### config.mk
export PLATFORM = sky130hd
export DESIGN_NAME = uart_fifo_flat
export DESIGN_NICKNAME = d
export VERILOG_FILES = /design/src/rtl/uart_pkg.sv /design/src/rtl/uart_fifo_if.sv /design/src/rtl/byte_fifo.sv /design/src/rtl/uart_fifo.sv /design/src/flat_wrapper.sv
export SDC_FILE = /design/constraint.sdc
export NUM_CORES = 1
export LEC_CHECK = 0
export CORE_ASPECT_RATIO = 0.9
export CORE_MARGIN = 4
export CORE_UTILIZATION = 59
export DETAILED_ROUTE_END_ITERATION = 10
export HOLD_SLACK_MARGIN = 0.12
export PLACE_DENSITY = 0.8
export SYNTH_ARGS = -nofsm -noshare
export SYNTH_HDL_FRONTEND = slang
export SYNTH_SLANG_ARGS = --single-unit
### constraint.sdc
create_clock -name clk -period 3.7 [get_ports clk]
set_input_delay 1.11 -clock clk [delete_from_list [all_inputs] [get_ports clk]]
set_output_delay 1.11 -clock clk [all_outputs]
set_load 0.05 [all_outputs]
### src/rtl/uart_pkg.sv
`default_nettype none
// ============================================================================
//  Module      : uart_pkg
//  Description : Shared definitions for the buffered uart front end:
//                CPU/uart register addresses, uart status bit positions
//                and the sequencer state type.
//  Revision    : 1.0 - initial release
// ============================================================================
package uart_pkg;

    // Register addresses (CPU map and uart register port share numbering)
    localparam logic [3:0] RXDATA = 4'd0;
    localparam logic [3:0] TXDATA = 4'd1;
    localparam logic [3:0] STAT   = 4'd2;
    localparam logic [3:0] INV    = 4'd3;
    localparam logic [3:0] DIVL   = 4'd4;
    localparam logic [3:0] DIVH   = 4'd5;
    localparam logic [3:0] IE     = 4'd6;

    // uart status register bit positions
    localparam int X_INT = 0;   // transmitter finished a frame
    localparam int R_INT = 1;   // receiver holds a byte

    // Sequencer that owns the uart register port
    typedef enum logic [1:0] {
        POLL = 2'd0,
        RX   = 2'd1,
        TX   = 2'd2
    } seq_state_t;

endpackage
`default_nettype wire

### src/rtl/uart_fifo_if.sv
`default_nettype none
// ============================================================================
//  Module      : uart_fifo_if
//  Description : Bus bundle around uart_fifo.
//                CPU side : io_addr, io_wdata, io_write, io_read -> io_rdata,
//                           interrupt
//                uart side: u_addr, u_wdata, u_write, u_read <- u_rdata
//                slave  = the buffered front end itself
//                master = its environment (CPU + uart)
//  Revision    : 1.0 - initial release
// ============================================================================
interface uart_fifo_if;
    logic [3:0] io_addr;
    logic [7:0] io_wdata;
    logic       io_write;
    logic       io_read;
    logic [7:0] io_rdata;
    logic       interrupt;
    logic [3:0] u_addr;
    logic [7:0] u_wdata;
    logic       u_write;
    logic       u_read;
    logic [7:0] u_rdata;

    modport slave (
        input  io_addr, io_wdata, io_write, io_read, u_rdata,
        output io_rdata, interrupt, u_addr, u_wdata, u_write, u_read
    );

    modport master (
        output io_addr, io_wdata, io_write, io_read, u_rdata,
        input  io_rdata, interrupt, u_addr, u_wdata, u_write, u_read
    );
endinterface
`default_nettype wire

### src/rtl/byte_fifo.sv
`default_nettype none
// ============================================================================
//  Module      : byte_fifo
//  Description : DEPTH-entry byte FIFO with first-word-fall-through head.
//                Ports: clk, reset_n, push/push_data, pop, full, empty, head.
//                A push while full lands only if a pop happens the same
//                cycle; a pop while empty is ignored.
//  Revision    : 1.0 - initial release
// ============================================================================
module byte_fifo #(
    parameter int DEPTH = 8
) (
    input  wire logic       clk,
    input  wire logic       reset_n,
    input  wire logic       push,
    input  wire logic [7:0] push_data,
    input  wire logic       pop,
    output logic            full,
    output logic            empty,
    output logic [7:0]      head
);
    localparam int AW = $clog2(DEPTH);

    logic [7:0]    r_mem [DEPTH];
    logic [AW-1:0] r_wr_ptr;
    logic [AW-1:0] r_rd_ptr;
    logic [AW:0]   r_count;
    logic          w_do_push;
    logic          w_do_pop;

    assign full      = (r_count == (AW+1)'(DEPTH));
    assign empty     = (r_count == '0);
    assign head      = r_mem[r_rd_ptr];
    assign w_do_pop  = pop & ~empty;
    assign w_do_push = push & (~full | w_do_pop);

    always_ff @(posedge clk or negedge reset_n) begin
        if (!reset_n) begin
            r_wr_ptr <= '0;
            r_rd_ptr <= '0;
            r_count  <= '0;
        end else begin
            if (w_do_push) r_wr_ptr <= r_wr_ptr + AW'(1);
            if (w_do_pop)  r_rd_ptr <= r_rd_ptr + AW'(1);
            if (w_do_push && !w_do_pop)      r_count <= r_count + (AW+1)'(1);
            else if (w_do_pop && !w_do_push) r_count <= r_count - (AW+1)'(1);
        end
    end

    // Storage needs no reset: entries are only visible between push and pop.
    always_ff @(posedge clk) begin
        if (w_do_push) r_mem[r_wr_ptr] <= push_data;
    end
endmodule
`default_nettype wire

### src/rtl/uart_fifo.sv
`default_nettype none
// ============================================================================
//  Module      : uart_fifo
//  Description : Buffered front end for the uart. Adds TX and RX byte FIFOs
//                between the CPU bus and the uart register port; a sequencer
//                polls uart status, feeds the transmitter and drains the
//                receiver. Registers 3/4/5 are forwarded to the uart.
//                Ports: clk, reset_n (async, active low), bus (slave view of
//                uart_fifo_if: CPU access + uart register port).
//  Revision    : 1.0 - initial release
// ============================================================================
module uart_fifo #(
    parameter int DEPTH = 8
) (
    input  wire logic   clk,
    input  wire logic   reset_n,
    uart_fifo_if.slave  bus
);
    import uart_pkg::*;

    seq_state_t r_state;
    logic       r_tx_busy;
    logic       r_tx_ovf;
    logic       r_rx_ovr;
    logic       r_rx_ie;
    logic       r_tx_ie;

    logic       w_fwd;
    logic       w_seq_rx;
    logic       w_seq_tx;
    logic       w_tx_push;
    logic       w_rx_pop;
    logic       w_tx_full, w_tx_empty, w_rx_full, w_rx_empty;
    logic [7:0] w_tx_head, w_rx_head;
    logic [7:0] w_status;

    // A CPU strobe to a pass-through register takes the uart port this cycle;
    // the sequencer then neither acts nor samples.
    assign w_fwd = (bus.io_write | bus.io_read) &
                   ((bus.io_addr == INV) | (bus.io_addr == DIVL) | (bus.io_addr == DIVH));

    assign w_seq_rx  = ~w_fwd & (r_state == RX);
    assign w_seq_tx  = ~w_fwd & (r_state == TX);
    assign w_tx_push = bus.io_write & (bus.io_addr == TXDATA);
    assign w_rx_pop  = bus.io_read  & (bus.io_addr == RXDATA);

    byte_fifo #(.DEPTH(DEPTH)) u_tx_fifo (
        .clk       (clk),
        .reset_n   (reset_n),
        .push      (w_tx_push),
        .push_data (bus.io_wdata),
        .pop       (w_seq_tx),
        .full      (w_tx_full),
        .empty     (w_tx_empty),
        .head      (w_tx_head)
    );

    byte_fifo #(.DEPTH(DEPTH)) u_rx_fifo (
        .clk       (clk),
        .reset_n   (reset_n),
        .push      (w_seq_rx),
        .push_data (bus.u_rdata),
        .pop       (w_rx_pop),
        .full      (w_rx_full),
        .empty     (w_rx_empty),
        .head      (w_rx_head)
    );

    assign w_status = {3'b000, r_tx_ovf, r_rx_ovr, w_tx_full, w_tx_empty, ~w_rx_empty};

    assign bus.interrupt = (r_rx_ie & ~w_rx_empty) | (r_tx_ie & w_tx_empty) |
                           r_rx_ovr | r_tx_ovf;

    // uart port: forwarded CPU access wins, otherwise the sequencer drives it
    always_comb begin
        bus.u_addr  = STAT;
        bus.u_wdata = 8'h00;
        bus.u_write = 1'b0;
        bus.u_read  = 1'b0;
        if (w_fwd) begin
            bus.u_addr  = bus.io_addr;
            bus.u_wdata = bus.io_wdata;
            bus.u_write = bus.io_write;
            bus.u_read  = bus.io_read;
        end else if (r_state == RX) begin
            bus.u_addr  = RXDATA;
            bus.u_read  = 1'b1;
        end else if (r_state == TX) begin
            bus.u_addr  = TXDATA;
            bus.u_wdata = w_tx_head;
            bus.u_write = 1'b1;
        end
    end

    always_comb begin
        bus.io_rdata = 8'h00;
        case (bus.io_addr)
            RXDATA:           bus.io_rdata = w_rx_empty ? 8'h00 : w_rx_head;
            STAT:             bus.io_rdata = w_status;
            INV, DIVL, DIVH:  bus.io_rdata = bus.u_rdata;
            IE:               bus.io_rdata = {6'b0, r_rx_ie, r_tx_ie};
            default:          bus.io_rdata = 8'h00;
        endcase
    end

    // Sequencer. In POLL u_rdata carries the uart status register.
    always_ff @(posedge clk or negedge reset_n) begin
        if (!reset_n) begin
            r_state   <= POLL;
            r_tx_busy <= 1'b0;
        end else if (!w_fwd) begin
            case (r_state)
                POLL: begin
                    if (bus.u_rdata[X_INT]) r_tx_busy <= 1'b0;
                    if (bus.u_rdata[R_INT])
                        r_state <= RX;
                    else if (!w_tx_empty && (!r_tx_busy || bus.u_rdata[X_INT]))
                        r_state <= TX;
                end
                RX: r_state <= POLL;
                TX: begin
                    r_tx_busy <= 1'b1;
                    r_state   <= POLL;
                end
                default: r_state <= POLL;
            endcase
        end
    end

    // Sticky error flags and interrupt enables. A same-cycle set beats a clear.
    always_ff @(posedge clk or negedge reset_n) begin
        if (!reset_n) begin
            r_tx_ovf <= 1'b0;
            r_rx_ovr <= 1'b0;
            r_rx_ie  <= 1'b0;
            r_tx_ie  <= 1'b0;
        end else begin
            if (bus.io_write && bus.io_addr == STAT) begin
                if (bus.io_wdata[4]) r_tx_ovf <= 1'b0;
                if (bus.io_wdata[3]) r_rx_ovr <= 1'b0;
            end
            if (w_tx_push && w_tx_full && !w_seq_tx) r_tx_ovf <= 1'b1;
            if (w_seq_rx && w_rx_full && !w_rx_pop)  r_rx_ovr <= 1'b1;
            if (bus.io_write && bus.io_addr == IE) begin
                r_rx_ie <= bus.io_wdata[1];
                r_tx_ie <= bus.io_wdata[0];
            end
        end
    end
endmodule
`default_nettype wire

### src/flat_wrapper.sv
// flat-port wrapper written by rule: the top's interface ports become plain ports
module uart_fifo_flat import uart_pkg::*;
#(
    parameter int DEPTH = 8
)
  (clk, reset_n, bus_io_addr, bus_io_wdata, bus_io_write, bus_io_read, bus_u_rdata, bus_io_rdata, bus_interrupt, bus_u_addr, bus_u_wdata, bus_u_write, bus_u_read);
  uart_fifo_if bus_i ();
  input  wire logic clk;
  input  wire logic reset_n;
  input wire logic [$bits(bus_i.io_addr)-1:0] bus_io_addr;
  input wire logic [$bits(bus_i.io_wdata)-1:0] bus_io_wdata;
  input wire logic [$bits(bus_i.io_write)-1:0] bus_io_write;
  input wire logic [$bits(bus_i.io_read)-1:0] bus_io_read;
  input wire logic [$bits(bus_i.u_rdata)-1:0] bus_u_rdata;
  output wire logic [$bits(bus_i.io_rdata)-1:0] bus_io_rdata;
  output wire logic [$bits(bus_i.interrupt)-1:0] bus_interrupt;
  output wire logic [$bits(bus_i.u_addr)-1:0] bus_u_addr;
  output wire logic [$bits(bus_i.u_wdata)-1:0] bus_u_wdata;
  output wire logic [$bits(bus_i.u_write)-1:0] bus_u_write;
  output wire logic [$bits(bus_i.u_read)-1:0] bus_u_read;
  assign bus_i.io_addr = bus_io_addr;
  assign bus_i.io_wdata = bus_io_wdata;
  assign bus_i.io_write = bus_io_write;
  assign bus_i.io_read = bus_io_read;
  assign bus_i.u_rdata = bus_u_rdata;
  assign bus_io_rdata = bus_i.io_rdata;
  assign bus_interrupt = bus_i.interrupt;
  assign bus_u_addr = bus_i.u_addr;
  assign bus_u_wdata = bus_i.u_wdata;
  assign bus_u_write = bus_i.u_write;
  assign bus_u_read = bus_i.u_read;
  uart_fifo #(.DEPTH(DEPTH)) u_core (.clk(clk), .reset_n(reset_n), .bus(bus_i));
endmodule
**Wiring by layer**

(2 px per um)
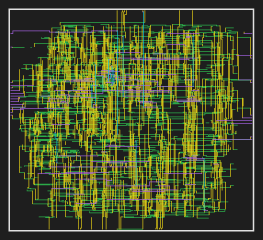
Cyan stands for metal 4, wire length 287 um. Green stands for metal 1, wire length 6,610 um. Yellow stands for metal 2, wire length 7,830 um. Purple stands for metal 3, wire length 1,140 um.
vias: 4,145
Routed WL: 15,900 um
Avg WL per Cell: 23.6 um
Total Routing Usage GR: 0.260

**Clock network drawn from the DEF**

(4 px per um)
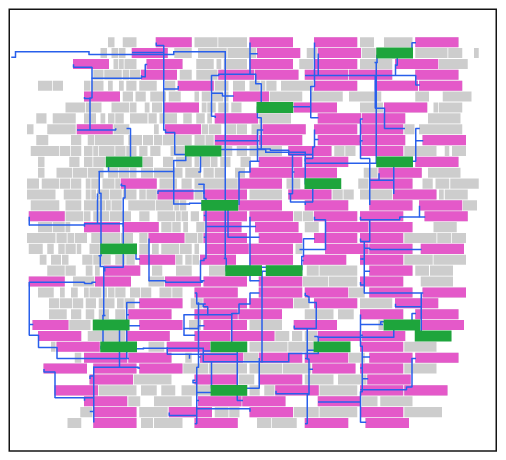
Green stands for clock drivers, count 17. Blue stands for clock wires, length 1,610 um. Magenta stands for flip-flops, count 155.
Position of the flops: spread over the die. There are 18 routed clock nets.
clock share of power: 0.264
Final Skew: 13.3 ps

**The metal 3 layer**

(4 px per um)
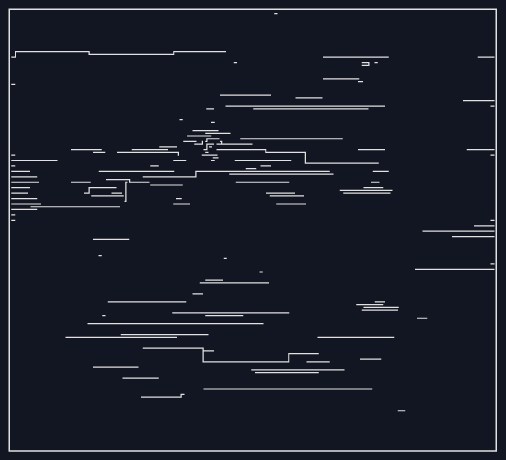
The layer carries 1,140 um of wire. The longest straight run is 43.7 um. The wires run mostly horizontal. 91 nets have wire on it.

==> flow_summary.json <==
{
  "htreeDepth": 4,
  "drive_above_1_share": 0.363,
  "arrival_ps": 2540,
  "warnings": 29,
  "yosysSeqAreaShare": 0.662,
  "dp_slack_ps": -442,
  "ys_area_um2": 6830,
  "area_growth_pct": 29.2,
  "period_used_share": 0.986,
  "outcome": "finished, final reports clean",
  "clk_share": 0.0650,
  "start_kind": "input port",
  "synth_cell_types": 57,
  "place_area_um2": 8070,
  "finalPower_mw": 6.37,
  "overflow": 0,
  "clk_pin_slew_ps": 60,
  "synthTopCellsByArea": "edfxtp_1, dfrtp_1, mux4_2, mux4_1, mux2_2",
  "die-area_um2": 13400,
  "switching_share": 0.331,
  "postCtsSetupBuffers": 2,
  "antenna_left": 0,
  "ys_ff": 155,
  "dpl.hpwl_um": 10500,
  "synth.largest_area_cell": "edfxtp_1",
  "report.final.slew_viol_count": 0,
  "syn_inst": 397,
  "synth_area_per_cell_um2": 17.2,
  "num-multi-input-gates": 211
}
**The clock network**

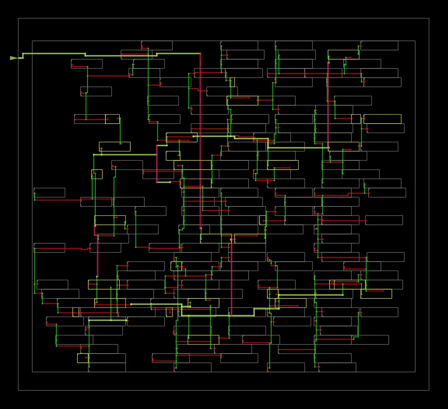
CTS Sinks: 155
clock group power: 1.68 mW
Late-Pin Clk Latency: 420 ps
TritonCTS Buffers: 17
CLK BUF: 18

**Selected gate families**

(2 px per um)
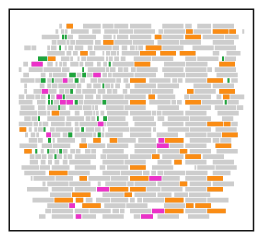
Green stands for nand cells, cells 35. Magenta stands for non-inverting ao/oa cells, cells 17. Orange stands for mux cells, cells 57, where spread over the die.
most frequent logic cell in the layout: edfxtp_1
logic share of the area: 0.264

cell families after synthesis:
kind of cell             Yosys count  share of synthesized area
AND-OR/OR-AND                     52                     0.0552
flip-flops                       155                      0.662
other                              1                   0.000549
AND/OR/NAND/NOR                   74                     0.0623
adder cells (fa/ha/maj)           15                     0.0297
buffers and inverters             31                     0.0236
multiplexers                      57                      0.151
XOR/XNOR                          12                     0.0154
power groups by stage:
stage / sequential [mW] / combinational [mW] / clock [mW]
3_3_place_gp: 2.37 / 2.10 / 0
6_report: 2.37 / 2.32 / 1.68
3_5_place_dp: 2.39 / 2.19 / 0
5_1_grt: 2.40 / 2.49 / 1.78
4_1_cts: 2.36 / 2.32 / 1.70
2_1_floorplan: 2.26 / 1.52 / 0
path summary, 6_finish.rpt:
check                                                   startpoint  slack, ps                                      end
min in group asynchronous                                  reset_n       1070  u_core.u_rx_fifo.r_count[1]$_DFFE_PN0P_
max in group asynchronous                                  reset_n       2340               u_core.r_tx_ie$_DFFE_PN0P_
hold / removal                        u_core.r_tx_busy$_DFFE_PN0P_        540             u_core.r_tx_busy$_DFFE_PN0P_
setup reg to reg           u_core.u_tx_fifo.r_count[0]$_DFFE_PN0P_        850  u_core.u_tx_fifo.r_count[3]$_DFFE_PN0P_
setup / recovery                                    bus_io_addr[2]         50                          bus_io_rdata[5]
hold reg to reg                       u_core.r_tx_busy$_DFFE_PN0P_        540             u_core.r_tx_busy$_DFFE_PN0P_
routing by layer:
metal  up-vias  global-route usage  wire length, um
met5         -                   0                0
met4         0              0.0800              286
met3        29              0.0582             1140
met2       199               0.419             7830
met1      2088               0.361             6610
li1       1829                   -                -
worst max-delay path: stages:
cell and delay, ps:
clkbuf_2 110, or3_4 420, or3_4 530, o21ai_4 200, buf_12 160
No activity file was given, so power comes from the tool's default toggle rates.
